## config.mk

```make
export PLATFORM = sky130hd
export DESIGN_NAME = cp0_nested_flat
export DESIGN_NICKNAME = d
export VERILOG_FILES = /design/src/rtl/cp0_nested_if.sv /design/src/rtl/cp0_nested.sv /design/src/flat_wrapper.sv
export SDC_FILE = /design/constraint.sdc
export NUM_CORES = 1
export LEC_CHECK = 0
export CAP_MARGIN = 0
export CORE_ASPECT_RATIO = 0.6
export CORE_MARGIN = 5
export CORE_UTILIZATION = 55
export CTS_BUF_LIST = sky130_fd_sc_hd__clkbuf_4 sky130_fd_sc_hd__clkbuf_8
export CTS_CLUSTER_DIAMETER = 200
export DETAILED_ROUTE_END_ITERATION = 8
export PLACE_DENSITY = 0.89
export SLEW_MARGIN = 20
export SYNTH_ARGS = -nofsm -noshare
export SYNTH_HDL_FRONTEND = slang
export SYNTH_SLANG_ARGS = --single-unit
```

## constraint.sdc

```tcl
create_clock -name clk -period 13 [get_ports clk]
set_input_delay 1.95 -clock clk [delete_from_list [all_inputs] [get_ports clk]]
set_output_delay 1.95 -clock clk [all_outputs]
set_load 0.005 [all_outputs]
```

## src/rtl/cp0_nested_if.sv

```systemverilog
// Bus between the pipeline and the CP0 block: mtc0/mfc0 access, trap inputs,
// and the trap/EPC outputs. Scalar clock and reset stay outside the bundle.
interface cp0_nested_if #(
    parameter int HW_INT_N = 5
) ();
    logic [4:0]          number;
    logic                write_enable;
    logic [31:0]         write_data;
    logic [31:0]         VPC;
    logic                BDIn;
    logic [4:0]          ExcCodeIn;
    logic [HW_INT_N-1:0] HWInt;
    logic                EXLClr;
    logic [31:0]         read_data;
    logic [31:0]         EPCOut;
    logic                Request;
    logic                TimerInt;

    modport master (
        output number, write_enable, write_data, VPC, BDIn, ExcCodeIn, HWInt, EXLClr,
        input  read_data, EPCOut, Request, TimerInt
    );

    modport slave (
        input  number, write_enable, write_data, VPC, BDIn, ExcCodeIn, HWInt, EXLClr,
        output read_data, EPCOut, Request, TimerInt
    );
endinterface

```

## src/rtl/cp0_nested.sv

```systemverilog
// MIPS-style CP0 with a small EPC stack for nested traps plus a Count/Compare
// timer. Interrupts are only taken at level 0; exceptions nest up to NEST_DEPTH.
module cp0_nested #(
    parameter int HW_INT_N   = 5,
    parameter int NEST_DEPTH = 2,
    parameter int TIMER_EN   = 1
) (
    input logic         clk,
    input logic         reset,
    cp0_nested_if.slave bus
);
    localparam int               LVL_W   = $clog2(NEST_DEPTH + 1);
    localparam int               STK_N   = 1 << LVL_W;
    localparam logic [LVL_W-1:0] LVL_MAX = LVL_W'(NEST_DEPTH);
    localparam logic [LVL_W-1:0] LVL_ONE = LVL_W'(1);
    localparam logic [31:0]      PRID    = 32'h0043_5030;

    localparam logic [4:0] R_COUNT   = 5'd9;
    localparam logic [4:0] R_COMPARE = 5'd11;
    localparam logic [4:0] R_SR      = 5'd12;
    localparam logic [4:0] R_CAUSE   = 5'd13;
    localparam logic [4:0] R_EPC     = 5'd14;
    localparam logic [4:0] R_PRID    = 5'd15;

    logic [31:0]      sr_q;
    logic             cause_bd;
    logic [4:0]       cause_exc;
    logic [4:0]       ip_hw_q;
    logic             timer_pend;
    logic [31:0]      count_q;
    logic [31:0]      compare_q;
    logic [LVL_W-1:0] lvl_q;
    // Stack is sized to a power of two so lvl_q indexes it without width games;
    // entries at and above NEST_DEPTH are never written by a trap.
    logic [31:0]      stack [STK_N];

    logic [4:0]       hw_pad;
    logic [5:0]       ip_live;
    logic [LVL_W-1:0] top;
    logic [31:0]      epc_top;
    logic             exl;
    logic             int_ok;
    logic             exc_ok;
    logic             trap;
    logic             wr_ok;
    logic             cmp_wr;
    logic [31:0]      cause_rd;

    always_comb begin
        hw_pad                 = '0;
        hw_pad[HW_INT_N-1:0]   = bus.HWInt;
    end

    assign ip_live  = {timer_pend, hw_pad};
    assign exl      = (lvl_q != '0);
    assign top      = exl ? (lvl_q - LVL_ONE) : '0;
    assign epc_top  = stack[top];

    assign int_ok   = sr_q[0] & ~exl & (|(sr_q[15:10] & ip_live));
    assign exc_ok   = (bus.ExcCodeIn != 5'd0) & (lvl_q < LVL_MAX);
    assign trap     = ~bus.EXLClr & (int_ok | exc_ok);
    assign wr_ok    = bus.write_enable & ~bus.EXLClr & ~trap;
    assign cmp_wr   = wr_ok & (bus.number == R_COMPARE);

    assign cause_rd = {cause_bd, 15'd0, timer_pend, ip_hw_q, 3'd0, cause_exc, 2'd0};

    assign bus.Request  = trap;
    assign bus.TimerInt = timer_pend;

    // EPC writes are forwarded so an eret issued right after mtc0 EPC sees the new value.
    assign bus.EPCOut = (~trap & bus.write_enable & (bus.number == R_EPC)) ?
                        bus.write_data : epc_top;

    always_comb begin
        bus.read_data = 32'd0;
        case (bus.number)
            R_COUNT:   bus.read_data = count_q;
            R_COMPARE: bus.read_data = compare_q;
            R_SR:      bus.read_data = {sr_q[31:2], exl, sr_q[0]};
            R_CAUSE:   bus.read_data = cause_rd;
            R_EPC:     bus.read_data = epc_top;
            R_PRID:    bus.read_data = PRID;
            default:   bus.read_data = 32'd0;
        endcase
    end

    always_ff @(posedge clk) begin
        if (!reset) begin
            sr_q       <= 32'd0;
            cause_bd   <= 1'b0;
            cause_exc  <= 5'd0;
            ip_hw_q    <= 5'd0;
            timer_pend <= 1'b0;
            count_q    <= 32'd0;
            compare_q  <= 32'hFFFF_FFFF;
            lvl_q      <= '0;
            for (int i = 0; i < STK_N; i++) begin
                stack[i] <= 32'd0;
            end
        end else begin
            ip_hw_q <= hw_pad;
            count_q <= count_q + 32'd1;

            // Clearing by a Compare write wins over a match in the same cycle.
            if (TIMER_EN == 0) begin
                timer_pend <= 1'b0;
            end else if (cmp_wr) begin
                timer_pend <= 1'b0;
            end else if (count_q == compare_q) begin
                timer_pend <= 1'b1;
            end

            if (bus.EXLClr) begin
                if (exl) begin
                    lvl_q <= lvl_q - LVL_ONE;
                end
            end else if (trap) begin
                stack[lvl_q] <= bus.BDIn ? (bus.VPC - 32'd4) : bus.VPC;
                cause_bd     <= bus.BDIn;
                cause_exc    <= int_ok ? 5'd0 : bus.ExcCodeIn;
                lvl_q        <= lvl_q + LVL_ONE;
            end else if (bus.write_enable) begin
                case (bus.number)
                    R_COUNT:   count_q   <= bus.write_data;
                    R_COMPARE: compare_q <= bus.write_data;
                    R_SR:      sr_q      <= bus.write_data & ~32'h0000_0002;
                    R_EPC:     stack[top] <= bus.write_data;
                    default:   ;
                endcase
            end
        end
    end
endmodule

```

## src/flat_wrapper.sv

```systemverilog
// flat-port wrapper written by rule: the top's interface ports become plain ports
module cp0_nested_flat 
#(
    parameter int HW_INT_N   = 5,
    parameter int NEST_DEPTH = 2,
    parameter int TIMER_EN   = 1
)
  (clk, reset, bus_number, bus_write_enable, bus_write_data, bus_VPC, bus_BDIn, bus_ExcCodeIn, bus_HWInt, bus_EXLClr, bus_read_data, bus_EPCOut, bus_Request, bus_TimerInt);
  cp0_nested_if #(.HW_INT_N(HW_INT_N)) bus_i ();
  input logic clk;
  input logic reset;
  input wire logic [$bits(bus_i.number)-1:0] bus_number;
  input wire logic [$bits(bus_i.write_enable)-1:0] bus_write_enable;
  input wire logic [$bits(bus_i.write_data)-1:0] bus_write_data;
  input wire logic [$bits(bus_i.VPC)-1:0] bus_VPC;
  input wire logic [$bits(bus_i.BDIn)-1:0] bus_BDIn;
  input wire logic [$bits(bus_i.ExcCodeIn)-1:0] bus_ExcCodeIn;
  input wire logic [$bits(bus_i.HWInt)-1:0] bus_HWInt;
  input wire logic [$bits(bus_i.EXLClr)-1:0] bus_EXLClr;
  output wire logic [$bits(bus_i.read_data)-1:0] bus_read_data;
  output wire logic [$bits(bus_i.EPCOut)-1:0] bus_EPCOut;
  output wire logic [$bits(bus_i.Request)-1:0] bus_Request;
  output wire logic [$bits(bus_i.TimerInt)-1:0] bus_TimerInt;
  assign bus_i.number = bus_number;
  assign bus_i.write_enable = bus_write_enable;
  assign bus_i.write_data = bus_write_data;
  assign bus_i.VPC = bus_VPC;
  assign bus_i.BDIn = bus_BDIn;
  assign bus_i.ExcCodeIn = bus_ExcCodeIn;
  assign bus_i.HWInt = bus_HWInt;
  assign bus_i.EXLClr = bus_EXLClr;
  assign bus_read_data = bus_i.read_data;
  assign bus_EPCOut = bus_i.EPCOut;
  assign bus_Request = bus_i.Request;
  assign bus_TimerInt = bus_i.TimerInt;
  cp0_nested #(.HW_INT_N(HW_INT_N), .NEST_DEPTH(NEST_DEPTH), .TIMER_EN(TIMER_EN)) u_core (.clk(clk), .reset(reset), .bus(bus_i));
endmodule
```

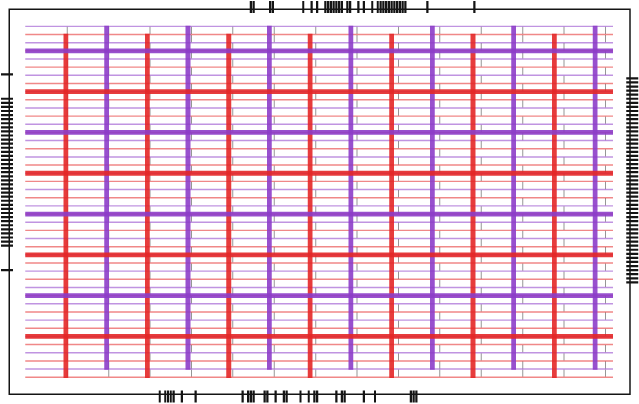
(supply network)
(3 px per um) Pins as bars on the die edge. Tap cells in grey.
[VSS] red
[VDD] purple
met4 straps: 14
signal pins: 150
met1 rails: 44
tap cells: 315
met5 straps: 8

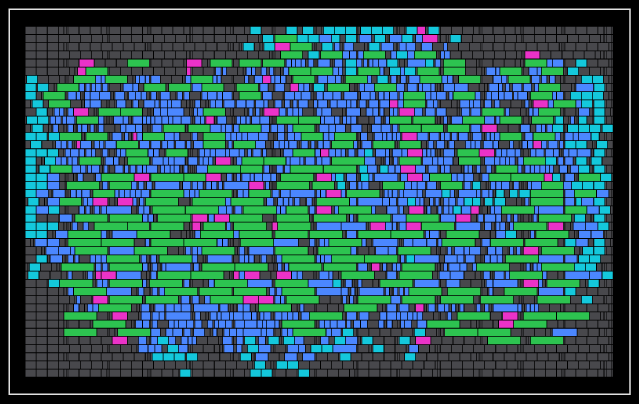
(cells coloured by class)
(3 px per um) Fill, decap, tap and diode cells in grey.
[other buffers and delay cells] cyan | cells: 171 | share of their area: 11%
[all other logic] blue | cells: 941 | share of their area: 43%
[clock drivers and dummy loads] magenta | cells: 63 | share of their area: 5.0%
[flops] green | cells: 237 | share of their area: 41%

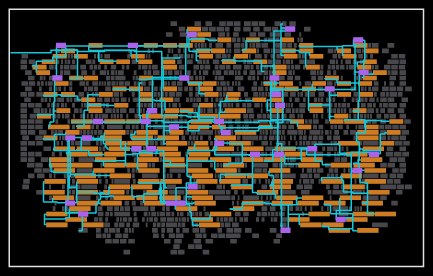
(clock wires, drivers and flops)
(2 px per um)
[cells driving clock nets] purple | count: 35
[clock wires] cyan | length: 3010 um
[flip-flops] orange | count: 237
routed clock nets: 36
Clock power frac: 0.321
clock-net power: 0.635 mW
Latency at later pin: 520 ps

==> out/metrics.cfg <==
[outcome]
status = finished, violations left
violations = design-rule violations

[pwr]
combPwrFrac = 0.226
internal-power_mw = 1.406
power_switching_mw = 0.5709
pg_seq_mw = 0.895
switching_share = 0.2888
seqPwrFrac = 0.453
powerDensity_mw_per_mm2 = 131.0
finalPower_mw = 1.977
power.group.top = sequential cells
powerComb_mw = 0.446
power.leakage_nw = 5.268

[clock_network]
cts_hold_buf = 0
cts_resized = 0
clk_pin_slew_worst_paths_ps = 60
cts_buffers = 35
cts_buffer_depth = 3
htree_levels = 2

[setup_path]
crit_chain = clkdlybuf4s50_1 -> or4_1 -> o21ai_1 -> buf_4 -> a21oi_1 -> nor2_2 -> buf_4 -> mux2_2 -> clkdlybuf4s50_1
reg2reg_from = u_core.lvl_q[1]
cp-start-kind = input pin
cp.depth = 9
crit_start = bus_ExcCodeIn[0]
crit_path_end = bus_EPCOut[21]
critPathArrivalTime_ps = 5430
rrSetupSlack_ps = 9170
end_kind = output port
crit_type = in2out
crit_buf_inv = 4
reg2reg_to = u_core.stack[2][25]
cpMaxStageDelayCell = or4_1
required_ps = 11050
critPathTopFamily = buffers and inverters

[floorplan]
rows = 43
core_sq_mm = 0.02292
io_pins = 150
dieArea_sq_mm = 0.02639
die_x_um = 206.4
fp_util = 0.5555

[synth]
synthFlopType = edfxtp_1
top_area_cell = edfxtp_1
yosysWarnings = 0
ys_cells = 1281
synth_top_area_share = 0.3019
edf_count = 128
synth_cells = 1281
ys_top_cells_by_area = edfxtp_1 30%, dfxtp_1 17%, mux4_2 5.7%, nand2_1 4.3%, nand3_1 4.0%
floorplan.nets = 1370
ys_chip_area_sq_mm = 0.01273
ys_ff = 237
synth_dominant_cell_count = nand2_1
yosys.cell_types.count = 73

[sta]
setup_viol = 0
rsz0062_at_grt = false
max_slew_margin = 0.2834
fin_skew_ps = 18.24
fin_ws_ps = 5622
clock.fmax_mhz = 135.5
drv_slew = 0
whs_ps = 462.5
min_period_over_period = 0.5676
hold_violations = 0

[global_route]
grt_util_met2 = 0.4591
grt_busiest_layer = met2
grt_pass1_wl_mm = 64.07
grt_usage = 0.3117
grt_use_met1 = 0.4399
grt_pass1_vias = 11154
antenna_found_initial = 1

[detailed_routing]
drc = 1
vias = 11752
routed_via_density = 6.801
drt-pass1-iter-count = 9
drt_iter0_markers = 2065

[placed_design]
dp_worst_setup_slack_ps = 5679
hpwl_mm = 28.66
io_buffers = 149
gp_congestion = 0.9623
placed_cells_incl_taps = 1664
dpl_cell_area_sq_mm = 0.01435

[finish]
drive_gt1_frac = 0.1232
final_nets = 1475
nFillCells = 1693
fin_cells = 1728

[flow_run]
warnings = 28
maxCapViolCount = 0

[worst_hold_path]
hp-class = reg2reg

## layout by cell type, fill, tap and decap left out, types with 4 or more instances in the layout
master,Yosys,layout
a211oi_1,14,14
a21oi_1,86,86
a221oi_1,6,6
a22o_1,14,14
a22oi_1,33,33
a31oi_1,12,11
and2_1,9,9
and3_1,5,5
and4_1,8,8
buf_4,9,23
clkbuf_4,0,13
clkbuf_8,0,44
clkdlybuf4s50_1,0,147
dfxtp_1,109,109
edfxtp_1,128,128
ha_1,5,4
inv_1,22,22
mux2_2,31,31
mux2i_1,20,20
mux4_2,32,32
nand2_1,147,144
nand2_2,1,4
nand2b_1,5,5
nand3_1,103,103
nand4_1,33,33
nor2_1,71,70
nor3_1,15,15
nor4_1,25,25
o211ai_1,8,8
o21ai_0,83,82
o21ai_1,8,8
o31a_1,13,13
or3_1,9,9
xnor2_1,52,52
xor2_1,20,20
## state kept, by name (all words and copies together), names as in the netlist
name and cells:
u_core.bus.TimerInt 1, u_core.cause_bd 1, u_core.cause_exc 5, u_core.compare_q 32
u_core.count_q 32, u_core.ip_hw_q 5, u_core.lvl_q 2, u_core.sr_q 31
u_core.stack 128
## final cells by class
class	instances	area (sq um)	share of cell area
clock inverters	6	26.28	0.001742
well taps	315	394.1	0.02613
flip-flops and latches	237	6026	0.3995
multi-input cells	919	6201	0.4111
repair buffers	171	1649	0.1093
clock buffers	57	703.2	0.04662
diodes	1	2.502	0.0001659
inverters	22	82.58	0.005474
## cell families after synthesis
logic type,Yosys count,share of synthesized area
xor+xnor,72,0.04953
flops,237,0.4733
fa+ha+maj,5,0.004914
buf+inv,125,0.04246
simple gates,458,0.1804
mux,85,0.1017
compound gates,299,0.1476
## metal layers
layer,vias up,share of wire
met5,-,0
met4,0,0.042
met2,1115,0.42
met1,5444,0.37
met3,181,0.16
li1,5012,-
Power is estimated from default activity; no workload was simulated.
